===== src/rtl/cell_display_pipe.sv =====
// Raster-to-cell pixel pipeline: cell address out, state back after READ_LAT, palette colour,
// blinking cursor and optional cell grid (macro DISPLAY_GRID_EN). Syncs leave aligned with rgb.
module cell_display_pipe #(
  parameter int          COORD_BITS   = 11,
  parameter int          N_PX_BITS    = 4,
  parameter int          N_PY_BITS    = 4,
  parameter int          CELL_BITS    = 6,
  parameter int          STATE_BITS   = 2,
  parameter int          READ_LAT     = 1,
  parameter int          BLINK_FRAMES = 30,
  parameter logic [11:0] GRID_COLOR   = 12'h444
) (
  input  logic                  clk,
  input  logic                  rst,
  input  logic [COORD_BITS-1:0] x,
  input  logic [COORD_BITS-1:0] y,
  input  logic                  hsync_in,
  input  logic                  vsync_in,
  output logic [N_PX_BITS-1:0]  x_array,
  output logic [N_PY_BITS-1:0]  y_array,
  input  logic [STATE_BITS-1:0] state,
  input  logic                  pal_we,
  input  logic [STATE_BITS-1:0] pal_addr,
  input  logic [11:0]           pal_data,
  input  logic                  cursor_en,
  input  logic [N_PX_BITS-1:0]  cursor_x,
  input  logic [N_PY_BITS-1:0]  cursor_y,
  output logic [11:0]           rgb,
  output logic                  hsync_out,
  output logic                  vsync_out
);
  localparam int XHI   = CELL_BITS + N_PX_BITS;
  localparam int YHI   = CELL_BITS + N_PY_BITS;
  localparam int PAL_N = 2**STATE_BITS;
  localparam int FCW   = (BLINK_FRAMES > 1) ? $clog2(BLINK_FRAMES) : 1;

  typedef struct packed {
    logic oor;
    logic cur;
`ifdef DISPLAY_GRID_EN
    logic grid;
`endif
    logic hs;
    logic vs;
  } tag_t;

  tag_t                 tag0;
  tag_t [READ_LAT-1:0]  pipe_q;
  tag_t                 last;

  assign x_array = x[XHI-1:CELL_BITS];
  assign y_array = y[YHI-1:CELL_BITS];

`ifdef DISPLAY_GRID_EN
  logic grid0;
  assign grid0 = (x[CELL_BITS-1:0] == '0) || (y[CELL_BITS-1:0] == '0);
`else
  logic unused_lo;
  assign unused_lo = ^{x[CELL_BITS-1:0], y[CELL_BITS-1:0]};
`endif

  always_comb begin
    tag0     = '0;
    tag0.oor = (|x[COORD_BITS-1:XHI]) | (|y[COORD_BITS-1:YHI]);
    tag0.cur = cursor_en && (x_array == cursor_x) && (y_array == cursor_y);
`ifdef DISPLAY_GRID_EN
    tag0.grid = grid0;
`endif
    tag0.hs  = hsync_in;
    tag0.vs  = vsync_in;
  end

  // pixel flags travel alongside the outstanding state-memory read
  always_ff @(posedge clk) begin
    if (rst) begin
      pipe_q <= '0;
    end else begin
      pipe_q[0] <= tag0;
      for (int i = 1; i < READ_LAT; i++) pipe_q[i] <= pipe_q[i-1];
    end
  end

  assign last = pipe_q[READ_LAT-1];

  logic [11:0] pal_q [PAL_N];

  always_ff @(posedge clk) begin
    if (rst) begin
      for (int i = 0; i < PAL_N; i++) pal_q[i] <= (i == 0) ? 12'h000 : 12'hFFF;
    end else if (pal_we) begin
      pal_q[pal_addr] <= pal_data;
    end
  end

  logic           vs_q, vs_rise;
  logic [FCW-1:0] frame_cnt_q, frame_cnt_d;
  logic           blink_on_q, blink_on_d;

  assign vs_rise = vsync_in & ~vs_q;

  always_comb begin
    frame_cnt_d = frame_cnt_q;
    blink_on_d  = blink_on_q;
    if (vs_rise) begin
      if (frame_cnt_q == FCW'(BLINK_FRAMES - 1)) begin
        frame_cnt_d = '0;
        blink_on_d  = ~blink_on_q;
      end else begin
        frame_cnt_d = frame_cnt_q + 1'b1;
      end
    end
  end

  always_ff @(posedge clk) begin
    if (rst) begin
      vs_q        <= 1'b0;
      frame_cnt_q <= '0;
      blink_on_q  <= 1'b1;
    end else begin
      vs_q        <= vsync_in;
      frame_cnt_q <= frame_cnt_d;
      blink_on_q  <= blink_on_d;
    end
  end

  logic [11:0] pix, rgb_d, rgb_q;
  logic        hs_q, vs_out_q;

  // priority: out of range, then grid, then palette with cursor inversion
  always_comb begin
    pix = pal_q[state];
    if (last.cur && blink_on_q) pix = pix ^ 12'hFFF;
    rgb_d = pix;
`ifdef DISPLAY_GRID_EN
    if (last.grid) rgb_d = GRID_COLOR;
`endif
    if (last.oor) rgb_d = 12'h000;
  end

  always_ff @(posedge clk) begin
    if (rst) begin
      rgb_q    <= '0;
      hs_q     <= 1'b0;
      vs_out_q <= 1'b0;
    end else begin
      rgb_q    <= rgb_d;
      hs_q     <= last.hs;
      vs_out_q <= last.vs;
    end
  end

  assign rgb       = rgb_q;
  assign hsync_out = hs_q;
  assign vsync_out = vs_out_q;
endmodule


===== config.mk =====
export PLATFORM = sky130hd
export DESIGN_NAME = cell_display_pipe
export DESIGN_NICKNAME = d
export VERILOG_FILES = /design/src/rtl/cell_display_pipe.sv
export SDC_FILE = /design/constraint.sdc
export NUM_CORES = 1
export LEC_CHECK = 0
export ABC_CLOCK_PERIOD_IN_PS = 1800
export CAP_MARGIN = 10
export CORE_UTILIZATION = 35
export CTS_CLUSTER_DIAMETER = 30
export DETAILED_ROUTE_END_ITERATION = 6
export GPL_TIMING_DRIVEN = 0
export PLACE_DENSITY = 0.65
export SYNTH_ARGS = -nofsm -noshare
export SYNTH_HDL_FRONTEND = slang
export SYNTH_SLANG_ARGS = --single-unit

===== constraint.sdc =====
create_clock -name clk -period 1.8 [get_ports clk]
set_input_delay 0.27 -clock clk [delete_from_list [all_inputs] [get_ports clk]]
set_output_delay 0.27 -clock clk [all_outputs]
set_load 0.05 [all_outputs]

==> impl_metrics.csv, run 1 <==
group,metric,value,unit
critical_path,end_kind,"output pin",
place,dp.cells,385,
yosys,async_flop_share,0,
grt,met3_usage,0.0237,
sta,maxClockFrequency,573,MHz
yosys,synth_area_leader_cell,"edfxtp_1",
sta,rsz0062_at_grt,"no",
critical_path,endpoint,"rgb[3]",
yosys,syn_area_per_cell,14.1,µm²
yosys,ys_ff,72,
critical_path,required,1.53,ns
place,dp_hpwl,4120,µm
critical_path,crit_family,"buffers and inverters",
yosys,synth-edff-count,48,
grt,grt_max_degree,14,
power,power_frac_comb,0.135,
layout,logic_area,1080,µm²
sta,finalHoldViolations,0,
sta,holdWs,0.451,ns
cts,ctsHtreeMaxLevel,3,
layout,regArea,1920,µm²
grt,antenna_found_initial,0,
critical_path,path_cells,"clkdlybuf4s50_1",
grt,use_met2,0.260,
drt,via_count,1881,
critical_path,reg2reg_slack,0.38,ns
drt,met3WireLength,163,µm
sta,fin_crit,1.75,ns
layout,seq_area_frac,0.470,
cts,cts-hold-fix-buffers,0,
critical_path,timing.rr.end,"blink_on_q",
job,maxCapViolCount,0,
power,vdd_drop_max,337,µV
layout,lay_top_cells,"clkdlybuf4s50_1, edfxtp_1, nand2b_1",
layout,comb_cells,128,
yosys,ys_cells,219,
floorplanning,pin_count,74,
critical_path,critical_path_class,"reg2out",
yosys,synth_area,3100,µm²
critical_path,crit_start,"rgb[3]",
layout,stdcell_count,401,
cts,clock_tree.buffer_depth,2,
cts,cts_tree,"done",
yosys,xor_share,0.0283,
yosys,ys_types,33,
drt,drc,0,
layout,sh_comb_area,0.265,
power,p_seq,1.91,mW
critical_path,path_buffers,1,
power,fin_total_pwr,3.89,mW
grt,overflow,0,
hold_path,min_path_type,"reg2reg",
power,leakagePower,1.46,nW
sta,slew_headroom,0.582,
power,power_leader,"registers",
layout,diodes,0,
sta,fin_crit_sh,0.970,
yosys,yosys_warnings,0,
power,switchingPower,0.932,mW
drt,drtIter0Drc,52,
grt,grt_usage,0.148,
layout,largest_register_ffs,48,
critical_path,crit_path_top_delay_cell,"clkdlybuf4s50_1",
critical_path,critical_path_arrival,1.48,ns
place,pre_cts_ws,-0.683,ns
layout,nonClockInverterCount,1,
yosys,yosys_area,3100,µm²
sta,setup_ws,0.0541,ns
critical_path,r2r_cells,4,
place,gp_congestion,0.683,
layout,final-nonclk-buf-share,0.176,
floorplanning,tap-cell-count,105,
grt,use_met1,0.171,
drt,wl_per_cell,15.2,µm
power,p_comb,0.525,mW
layout,nNonClkBuffers,79,
place,place_area,3840,µm²
sta,worst_pin_slew,0.628,ns
run_status,outcome,"finished clean",
grt,grt_pass1_vias,1913,
yosys,simple_gate_share,0.164,
drt,met2_length,3160,µm
yosys,muxShareOfSynthArea,0.125,
critical_path,rr_startpoint,"frame_cnt_q[0]",
hold_path,hold-path-cell-count,1,
critical_path,cp_max_fo,1,
drt,dr.max_layer_used,"met4",
cts,clkTransAtPathRegs,0.09,ns
layout,clock_area_frac,0.0557,
yosys,top_logic_kind,"simple AND/OR/NAND/NOR gates",
yosys,synth_top_flop_cell,"edfxtp_1",
cts,cts_resized,14,
grt,busiest_layer,"met2",
layout,drive_gt1_frac,0.169,
floorplanning,floorplan.initialDensity,0.369,
yosys,ys_sh_adder,0.00808,
drt,dr.pass1.iters,4,
power,p_int,2.96,mW
power,p_per_area,950,nW/µm²
sta,report.final.slew_viol_count,0,
critical_path,cp.depth,1,
critical_path,slowest_delay,0.80,ns
drt,met1_length,2660,µm
sta,fin_skew,0.0120,ns
layout,largest_register,"pal_q",
yosys,top_cells_by_count,"edfxtp_1, nand2b_1, dfxtp_1",
layout,fin_nets,345,
power,seq_power_share,0.490,
yosys,ys_sh_aoi,0.0166,
critical_path,crit_path_start_kind,"flop",
yosys,synth.most_common_cell,"edfxtp_1",
drt,viasPerCell,4.69,
yosys,netlist.area_leader.share,0.466,
layout,final_common_cell,"clkdlybuf4s50_1",
layout,dominant_cells,"sequential cells",
layout,n_fill_cell,770,
yosys,fp_nets,273,
sta,setup_viol,0,
power,p_clk_frac,0.375,
Fig. 1: run 1, placed cells, one color a class
Drawn at 3 px/µm.
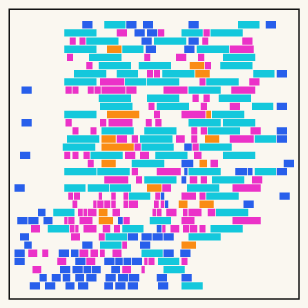
[blue] other buffers and delay cells | cells: 79
[magenta] all other logic | cells: 129
[orange] clock drivers and dummy loads | cells: 16
[cyan] flip-flops | cells: 72
std cell rows: 33
core area: 8380 µm²
Layout Utilization: 0.488
Design Area, Final: 4090 µm²

Fig. 2: run 1, clock wiring as the flow saved it
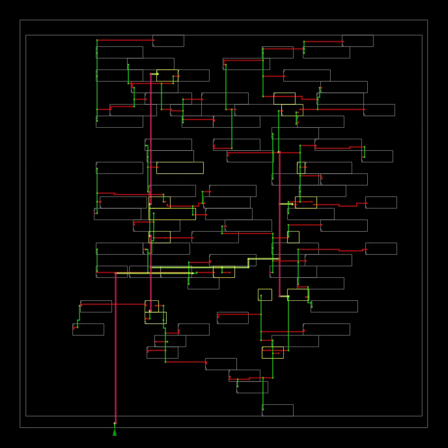
clk_lat worst skew: 0.35 ns
Clk. pwr: 1.46 mW
CLK BUF: 10
Flop Count: 72
Inserted Clock Buffers: 9

Fig. 3: run 1, pin map
Drawn at 4 px/µm. Pins as bars across the die edge, other pins in gray.
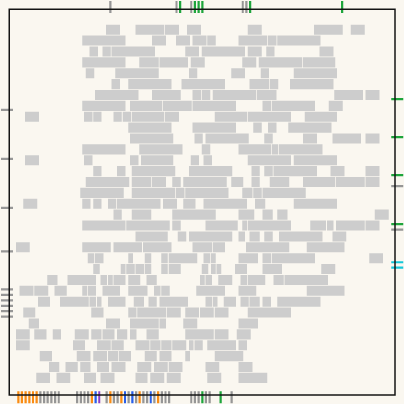
[purple] clk | pins: 1 | direction: input | edge: bottom
[cyan] state | pins: 2 | direction: input | edge: right
[green] rgb | pins: 12 | direction: output | edge: 6 top, 4 right, 2 bottom
[orange] x | pins: 11 | direction: input | edge: bottom
[blue] x_array | pins: 4 | direction: output | edge: bottom
all pins by edge: 45 bottom, 11 top, 10 left, 8 right
# port buffers: 61
Die Ht: 96.0 µm
Die W: 96.0 µm

==> run 1 -> run 2 <==
CORE_UTILIZATION = 49   (was 35)
PLACE_DENSITY = 0.84   (was 0.65)
Fig. 4: run 2, placed cells, one color a class
Drawn at 3 px/µm.
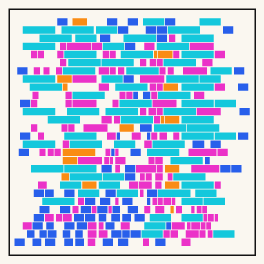
[blue] other buffers and delay cells | cells: 79
[orange] clock drivers and dummy loads | cells: 16
[cyan] flip-flops | cells: 72
[magenta] all other logic | cells: 130
core area: 5990 µm²
Seq area share: 0.478

==> run 2 against run 1 <==
Compared with the run above:
- wire length increased by 2.1%
- global-route usage is 6.3 points higher
- design area fell by 1.8%
- clock-buffer cell count grew 3
==> impl_metrics.csv, run 2 <==
group,metric,value,unit
power,power_frac_comb,0.142,
drt,drtIter0Drc,202,
cts,cts_tree,"done",
layout,regArea,1920,µm²
place,pre_cts_ws,-0.630,ns
cts,cts-hold-fix-buffers,0,
critical_path,required,1.84,ns
yosys,postSynthSeqShare,0.621,
layout,lay_top_cells,"clkdlybuf4s50_1, edfxtp_1, nand2b_1",
yosys,netlist.area_leader.share,0.466,
place,portBuffers,61,
cts,insertion_delay,0.35,ns
layout,stdcell_count,372,
critical_path,endpoint,"pal_q[2][9]",
layout,fin_nets,346,
drt,drc,0,
cts,clkTransAtPathRegs,0.07,ns
critical_path,end_kind,"flop",
grt,grt_max_degree,13,
hold_path,min_path_type,"reg2reg",
layout,dominant_cells,"sequential cells",
sta,fin_crit_sh,0.989,
power,seq_power_share,0.518,
critical_path,timing.rr.end,"blink_on_q",
layout,clock_area_frac,0.0476,
power,power_leader,"registers",
power,clk-power,1.25,mW
sta,finalHoldViolations,0,
grt,grt_usage,0.211,
sta,report.final.slew_viol_count,0,
yosys,yosys_area,3100,µm²
sta,setup_viol,0,
yosys,ys_cells,219,
sta,worst_pin_slew,0.544,ns
place,dp_hpwl,4340,µm
drt,dr.pass1.iters,4,
layout,final-nonclk-buf-share,0.179,
sta,fin_skew,0.0125,ns
layout,diodes,0,
sta,holdWs,0.449,ns
cts,numCtsBuffers,9,
yosys,synth.most_common_cell,"edfxtp_1",
grt,use_met2,0.366,
power,fin_total_pwr,3.68,mW
yosys,fp_nets,273,
grt,antenna_found_initial,0,
floorplanning,die-area,6640,µm²
layout,n_fill_cell,433,
yosys,yosys_warnings,0,
yosys,ys_sh_adder,0.00808,
critical_path,reg2reg_slack,0.34,ns
critical_path,critical_path_class,"in2reg",
drt,via_count,1937,
layout,sh_comb_area,0.271,
yosys,muxShareOfSynthArea,0.125,
floorplanning,tap-cell-count,75,
yosys,xor_share,0.0283,
drt,met3WireLength,259,µm
critical_path,critical_path_arrival,1.82,ns
critical_path,crit_family,"simple AND/OR/NAND/NOR gates",
grt,busiest_layer,"met2",
power,switchingPower,0.876,mW
cts,cts_resized,14,
hold_path,hold-path-cell-count,1,
power,p_int,2.81,mW
yosys,top_logic_kind,"simple AND/OR/NAND/NOR gates",
layout,final_util,0.671,
layout,largest_register,"pal_q",
grt,use_met1,0.245,
critical_path,cp.depth,5,
layout,final_common_cell,"clkdlybuf4s50_1",
grt,met3_usage,0.0433,
layout,nClkBuffers,13,
floorplanning,pin_count,74,
sta,maxClockFrequency,562,MHz
floorplanning,floorplan.initialDensity,0.517,
power,p_clk_frac,0.339,
power,p_per_area,917,nW/µm²
power,leakagePower,1.44,nW
layout,fin_area,4020,µm²
place,gp_congestion,0.748,
yosys,syn_area_per_cell,14.1,µm²
layout,nNonClkBuffers,79,
power,p_seq,1.91,mW
yosys,synth_area_leader_cell,"edfxtp_1",
layout,logic_area,1090,µm²
job,maxCapViolCount,0,
grt,grt_pass1_vias,1979,
yosys,synth-edff-count,48,
sta,fin_crit,1.78,ns
place,place_area,3800,µm²
run_status,outcome,"finished clean",
critical_path,crit_path_top_delay_cell,"clkdlybuf4s50_1",
layout,nonClockInverterCount,1,
critical_path,path_cells,"clkdlybuf4s50_1 -> nand2b_1 -> nor3b_2 -> buf_4 -> or2_2",
layout,largest_register_ffs,48,
yosys,synth_top_flop_cell,"edfxtp_1",
critical_path,path_buffers,2,
sta,slew_headroom,0.636,
layout,numSequentialCells,72,
grt,overflow,0,
cts,clock_tree.buffer_depth,2,
power,p_comb,0.525,mW
yosys,ys_ff,72,
drt,met2_length,3480,µm
critical_path,crit_start,"rst",
drt,wl_per_cell,16.8,µm
yosys,simple_gate_share,0.164,
critical_path,r2r_cells,4,
drt,met1_length,2320,µm
power,vdd_drop_max,542,µV
critical_path,slowest_delay,0.48,ns
yosys,top_cells_by_count,"edfxtp_1, nand2b_1, dfxtp_1",
critical_path,crit_path_start_kind,"input port",
critical_path,rr_startpoint,"frame_cnt_q[0]",
layout,comb_cells,129,
yosys,async_flop_share,0,
drt,viasPerCell,5.21,
layout,drive_gt1_frac,0.155,
critical_path,cp_max_fo,11,
grt,grt_pass1_wl,9740,µm
sta,rsz0062_at_grt,"yes",
yosys,ys_types,33,
cts,ctsHtreeMaxLevel,3,
floorplanning,row_count,28,
place,dp.cells,355,
drt,dr.max_layer_used,"met4",
yosys,synth_area,3100,µm²
Fig. 5: run 2, pin map
Drawn at 4 px/µm. Pins as bars across the die edge, other pins in gray.
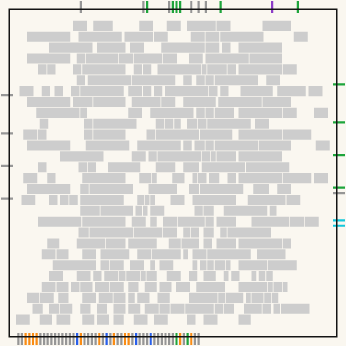
[blue] x_array | pins: 4 | direction: output | edge: bottom
[cyan] state | pins: 2 | direction: input | edge: right
[green] rgb | pins: 12 | direction: output | edge: 6 top, 4 right, 2 bottom
[orange] x | pins: 11 | direction: input | edge: bottom
[purple] clk | pins: 1 | direction: input | edge: top
Die Ht: 81.5 µm
Die W: 81.5 µm

Power figures rest on the tool's default switching activity, not on a simulated workload.
